$ cat config.mk
export PLATFORM = sky130hd
export DESIGN_NAME = maxpool_ctrl
export DESIGN_NICKNAME = d
export VERILOG_FILES = /design/src/rtl/maxpool_ctrl.sv
export SDC_FILE = /design/constraint.sdc
export NUM_CORES = 1
export LEC_CHECK = 0
export CORE_MARGIN = 10
export CORE_UTILIZATION = 59
export CTS_BUF_LIST = sky130_fd_sc_hd__clkbuf_8
export CTS_CLUSTER_DIAMETER = 60
export DETAILED_ROUTE_END_ITERATION = 8
export GPL_TIMING_DRIVEN = 0
export HOLD_SLACK_MARGIN = 0.15
export PLACE_DENSITY_LB_ADDON = 0.08
export SLEW_MARGIN = 20
export SYNTH_ARGS = -nofsm -noshare
export SYNTH_HDL_FRONTEND = slang
export SYNTH_SLANG_ARGS = --single-unit
$ cat constraint.sdc
create_clock -name clk -period 2.5 [get_ports clk]
set_input_delay 0.625 -clock clk [delete_from_list [all_inputs] [get_ports clk]]
set_output_delay 0.625 -clock clk [all_outputs]
set_load 0.01 [all_outputs]
$ cat src/rtl/maxpool_ctrl.sv
`default_nettype none
// +--------------------------------------------------------------------------+
// | maxpool_ctrl: 1-D max-pooling job controller (read window, write max).   |
// | Optional: define MAXPOOL_CTRL_RELU_EN to clamp negative results to 0.    |
// | Revision: 1.0                                                            |
// +--------------------------------------------------------------------------+
module maxpool_ctrl #(
  parameter int DATA_W   = 16,
  parameter int LEN      = 16,
  parameter int CHANNELS = 32,
  parameter int KERNEL   = 2,
  parameter int STRIDE   = 2,
  parameter int ADDR_W   = 10
) (
  input  logic              clk,
  input  logic              rst_n,
  input  logic              start,
  input  logic              abort,
  output logic              rd_en,
  output logic [ADDR_W-1:0] rd_addr,
  input  logic              rd_gnt,
  input  logic [DATA_W-1:0] rd_data,
  output logic              wr_en,
  output logic [ADDR_W-1:0] wr_addr,
  output logic [DATA_W-1:0] wr_data,
  output logic              busy,
  output logic              done
);

  localparam int OUT_LEN = (LEN - KERNEL) / STRIDE + 1;
  localparam int KW      = (KERNEL > 1) ? $clog2(KERNEL) : 1;
  localparam logic [KW-1:0]     K_LAST   = KW'(KERNEL - 1);
  localparam logic [ADDR_W-1:0] O_LAST   = ADDR_W'(OUT_LEN - 1);
  localparam logic [ADDR_W-1:0] CH_LAST  = ADDR_W'(CHANNELS - 1);
  localparam logic [ADDR_W-1:0] LEN_A    = ADDR_W'(LEN);
  localparam logic [ADDR_W-1:0] STRIDE_A = ADDR_W'(STRIDE);

  typedef enum logic [2:0] {
    S_IDLE  = 3'd0,
    S_READ  = 3'd1,
    S_WAIT  = 3'd2,
    S_WRITE = 3'd3,
    S_DONE  = 3'd4
  } state_t;

  state_t             state_q, state_d;
  logic [KW-1:0]      k_q, k_d;
  logic [ADDR_W-1:0]  o_q, o_d, ch_q, ch_d;
  logic [ADDR_W-1:0]  ch_base_q, ch_base_d, win_base_q, win_base_d;
  logic [ADDR_W-1:0]  wr_idx_q, wr_idx_d;
  logic [DATA_W-1:0]  max_q, max_d, max_new;
  logic               pend_q, pend_d, pend_first_q, pend_first_d;
  logic               rd_en_q, rd_en_d, wr_en_q, wr_en_d;
  logic [ADDR_W-1:0]  rd_addr_q, rd_addr_d, wr_addr_q, wr_addr_d;
  logic [DATA_W-1:0]  wr_data_q, wr_data_d;
  logic               busy_q, busy_d, done_q, done_d;
  logic               accept, last_win;

  always_comb begin
    state_d      = state_q;
    k_d          = k_q;
    o_d          = o_q;
    ch_d         = ch_q;
    ch_base_d    = ch_base_q;
    win_base_d   = win_base_q;
    wr_idx_d     = wr_idx_q;
    rd_en_d      = 1'b0;
    rd_addr_d    = rd_addr_q;
    wr_en_d      = 1'b0;
    wr_addr_d    = wr_addr_q;
    wr_data_d    = wr_data_q;
    done_d       = 1'b0;
    pend_d       = 1'b0;
    pend_first_d = 1'b0;
    accept       = (state_q == S_READ) && rd_en_q && rd_gnt;
    last_win     = (o_q == O_LAST) && (ch_q == CH_LAST);

    // rd_data is only meaningful in the cycle after an accepted read
    max_new = max_q;
    if (pend_q && (pend_first_q || ($signed(rd_data) > $signed(max_q)))) begin
      max_new = rd_data;
    end
    max_d = max_new;

    if (abort) begin
      state_d = S_IDLE;
    end else begin
      case (state_q)
        S_IDLE: begin
          if (start) begin
            state_d    = S_READ;
            k_d        = '0;
            o_d        = '0;
            ch_d       = '0;
            ch_base_d  = '0;
            win_base_d = '0;
            wr_idx_d   = '0;
            rd_en_d    = 1'b1;
            rd_addr_d  = '0;
          end
        end
        S_READ: begin
          rd_en_d = 1'b1;
          if (accept) begin
            pend_d       = 1'b1;
            pend_first_d = (k_q == '0);
            if (k_q == K_LAST) begin
              state_d = S_WAIT;
              rd_en_d = 1'b0;
            end else begin
              k_d       = k_q + 1'b1;
              rd_addr_d = rd_addr_q + 1'b1;
            end
          end
        end
        S_WAIT: begin
          state_d   = S_WRITE;
          wr_en_d   = 1'b1;
          wr_addr_d = wr_idx_q;
`ifdef MAXPOOL_CTRL_RELU_EN
          wr_data_d = max_new[DATA_W-1] ? '0 : max_new;
`else
          wr_data_d = max_new;
`endif
        end
        S_WRITE: begin
          wr_idx_d = wr_idx_q + 1'b1;
          k_d      = '0;
          if (last_win) begin
            state_d = S_DONE;
            done_d  = 1'b1;
          end else begin
            state_d = S_READ;
            rd_en_d = 1'b1;
            if (o_q == O_LAST) begin
              o_d        = '0;
              ch_d       = ch_q + 1'b1;
              ch_base_d  = ch_base_q + LEN_A;
              win_base_d = ch_base_q + LEN_A;
              rd_addr_d  = ch_base_q + LEN_A;
            end else begin
              o_d        = o_q + 1'b1;
              win_base_d = win_base_q + STRIDE_A;
              rd_addr_d  = win_base_q + STRIDE_A;
            end
          end
        end
        S_DONE:  state_d = S_IDLE;
        default: state_d = S_IDLE;
      endcase
    end
    busy_d = (state_d != S_IDLE);
  end

  always_ff @(posedge clk or negedge rst_n) begin
    if (!rst_n) begin
      state_q      <= S_IDLE;
      k_q          <= '0;
      o_q          <= '0;
      ch_q         <= '0;
      ch_base_q    <= '0;
      win_base_q   <= '0;
      wr_idx_q     <= '0;
      max_q        <= '0;
      pend_q       <= 1'b0;
      pend_first_q <= 1'b0;
      rd_en_q      <= 1'b0;
      rd_addr_q    <= '0;
      wr_en_q      <= 1'b0;
      wr_addr_q    <= '0;
      wr_data_q    <= '0;
      busy_q       <= 1'b0;
      done_q       <= 1'b0;
    end else begin
      state_q      <= state_d;
      k_q          <= k_d;
      o_q          <= o_d;
      ch_q         <= ch_d;
      ch_base_q    <= ch_base_d;
      win_base_q   <= win_base_d;
      wr_idx_q     <= wr_idx_d;
      max_q        <= max_d;
      pend_q       <= pend_d;
      pend_first_q <= pend_first_d;
      rd_en_q      <= rd_en_d;
      rd_addr_q    <= rd_addr_d;
      wr_en_q      <= wr_en_d;
      wr_addr_q    <= wr_addr_d;
      wr_data_q    <= wr_data_d;
      busy_q       <= busy_d;
      done_q       <= done_d;
    end
  end

  // abort suppresses a write or done pulse already staged for this cycle
  assign wr_en   = wr_en_q & ~abort;
  assign done    = done_q & ~abort;
  assign rd_en   = rd_en_q;
  assign rd_addr = rd_addr_q;
  assign wr_addr = wr_addr_q;
  assign wr_data = wr_data_q;
  assign busy    = busy_q;

endmodule
`default_nettype wire

### Met3 routing

Bar = 20 um.
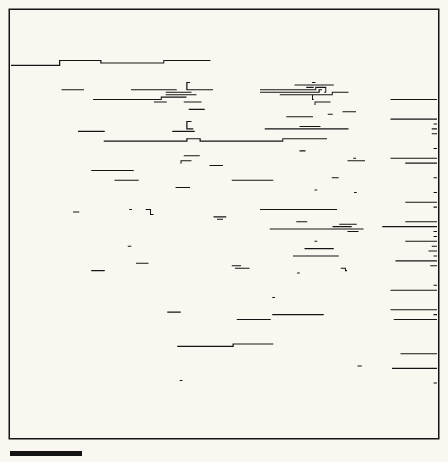
The layer carries 727 um of wire. 79 nets have wire on it. The layer holds 5.0% of the routed length. The longest straight run is 25.8 um. The wires run mostly horizontal.
met3 Use GR: 4.87%
WL final: 14.6 mm
vias: 4,983

### The metal 4 layer

Supply wires on this layer in grey.
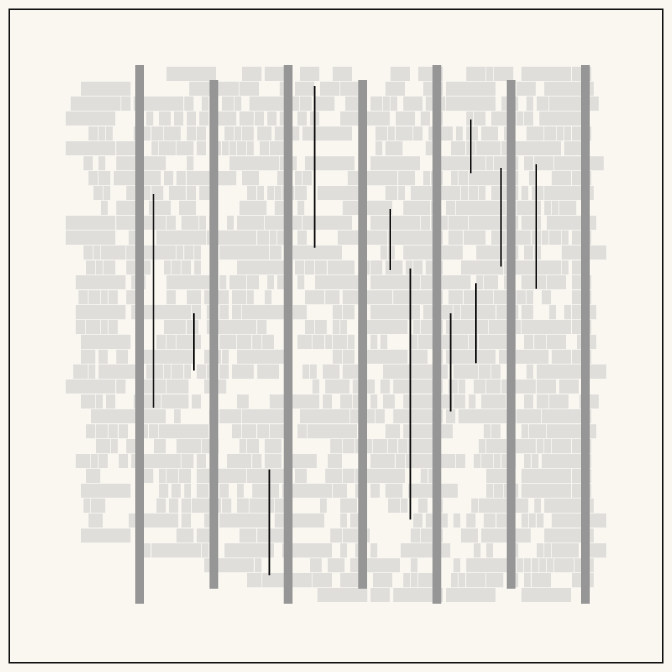
The wires run mostly vertical. The longest straight run is 45.6 um. The layer holds 1.6% of the routed length. 9 nets have wire on it. The layer carries 235 um of wire.

### Sizing map

Bar = 20 um.
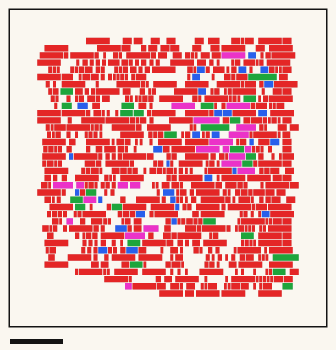
_6 and larger: drawn in green, cells 25, share 3.6%. _0 and _1 cells: drawn in red, cells 625, share 89%. _3 and _4 cells: drawn in magenta, cells 22, share 3.1%. _2 cells: drawn in blue, cells 31, share 4.4%.
final worst-path setup slack: 8.05 ps
Non-CTS buffers: 92

-- layer usage --
| metal | share of wire, % | up-vias | routed length [um] | GRT usage, % |
|---|---|---|---|---|
| met5 | 0 | - | 0 | 0 |
| met3 | 5.0 | 26 | 726 | 4.87 |
| met4 | 1.6 | 0 | 235 | 7.48 |
| met1 | 43 | 2440 | 6260 | 24.7 |
| li1 | - | 2369 | - | - |
| met2 | 51 | 148 | 7420 | 35.7 |
-- state kept, by name (all words and copies together) (netlist names) --
| register | cells |
|---|---|
| busy | 1 |
| ch_base_q | 6 |
| ch_q | 10 |
| done_q | 1 |
| k_q | 1 |
| max_q | 16 |
| o_q | 10 |
| pend_first_q | 1 |
| pend_q | 1 |
| rd_addr | 10 |
| rd_en | 1 |
| state_q | 3 |
| win_base_q | 10 |
| wr_addr | 10 |
| wr_data | 16 |
| wr_en_q | 1 |
| wr_idx_q | 10 |
-- cell type report --
cell class	instances	share of cell area, %
inverter	20	1.08
buffer	27	2.48
timing repair buffer	65	9.60
multi-input combinational	468	42.3
tap	133	2.39
clock buffer	12	2.37
clock inverter	3	0.989
sequential	108	38.8
-- path summary, 6_finish.rpt --
path | from | endpoint | slack [ps] | cells past startpoint
hold reg to reg | wr_addr[5] | wr_addr[5] | 480 | 2
setup reg to reg | ch_q[0] | rd_addr[9] | 180 | 8
min in group clk | wr_addr[5] | wr_addr[5] | 480 | 2
max in group asynchronous | rst_n | win_base_q[5] | 1680 | 2
hold / removal | rst_n | wr_idx_q[6] | 170 | 1
setup / recovery | rd_data[11] | wr_data[3] | 8 | 9
-- per-stage QoR --
stage	TNS [ps]	util (%)	hold slack, ps	area (sq um)
floorplan	0	-	329	5800
global placement	-364030	67.8	457	6560
detailed placement	-19860	68.1	463	6590
CTS	0	71.5	175	6920
global route	0	71.9	174	6960
finish	0	71.9	174	6960
==> flow_summary.toml <==
# flow metrics
[status]
status = "complete, no violations"

[final_timing]
fmax_ghz = 0.401
finalHoldViolCount = 0
maxSlewHeadroom_pct = 57.0
rsz0062_at_grt = "false"
period_needed_ps = 2490
timing.final.crit_share_pct = 99.7
report.final.slew_viol_count = 0
finalSetupViolCount = 0

[global_route]
grt_max_degree = 61
grt_pass1_vias = 5071
grt_pass1_wl_mm = 24.5
gr-total-overflow = 0
antenna_found_initial = 0
track_usage_pct = 20.7

[cells_and_area]
diodes = 0
area_delta_synth_final_pct = 20.1
drive_gt1_share_pct = 11.1
final-comb-area_sq_um = 2940
nFillCells = 715
stdcell_count = 836

[power]
leakage_nw = 3.06
p_switching_mw = 1.13
total_power_mw = 3.99
intPower_mw = 2.86
powerClk_mw = 1.24
power.share.combinational_pct = 20.1

[worst_setup_path]
cp.arrival_ps = 2740
crit_family = "AND-OR/OR-AND gates"
worstSetupPathType = "in -> reg"
crit_chain = "clkdlybuf4s50_1 -> ha_4 -> nand4_1 -> nor4_4 -> a21boi_4 -> o31ai_4 -> buf_4 -> o21ai_1 -> a31oi_1"

[run]
warnings = 26

[synth]
postSynthAreaPerCell_sq_um = 9.30
ys_ff = 108
top_cell_area_share_pct = 46.6
logic_family = "simple AND/OR/NAND/NOR gates"
ys_warn_count = 0
ys_cells = 623
simple_gate_share_pct = 23.3
yosys_area_sq_um = 5800
edf_count = 0
postSynthCellCount = 623
ys_sh_adder_pct = 4.75
netlist_area_sq_um = 5800

[floorplanning]
dieHeight_um = 119
die-area_sq_um = 14200

[place]
pre_cts_slack_ps = -593
dp.cells = 817

[clock_network]
cts_resized = 16
clkTransAtPathRegs_ps = 100
cts_buffers = 9
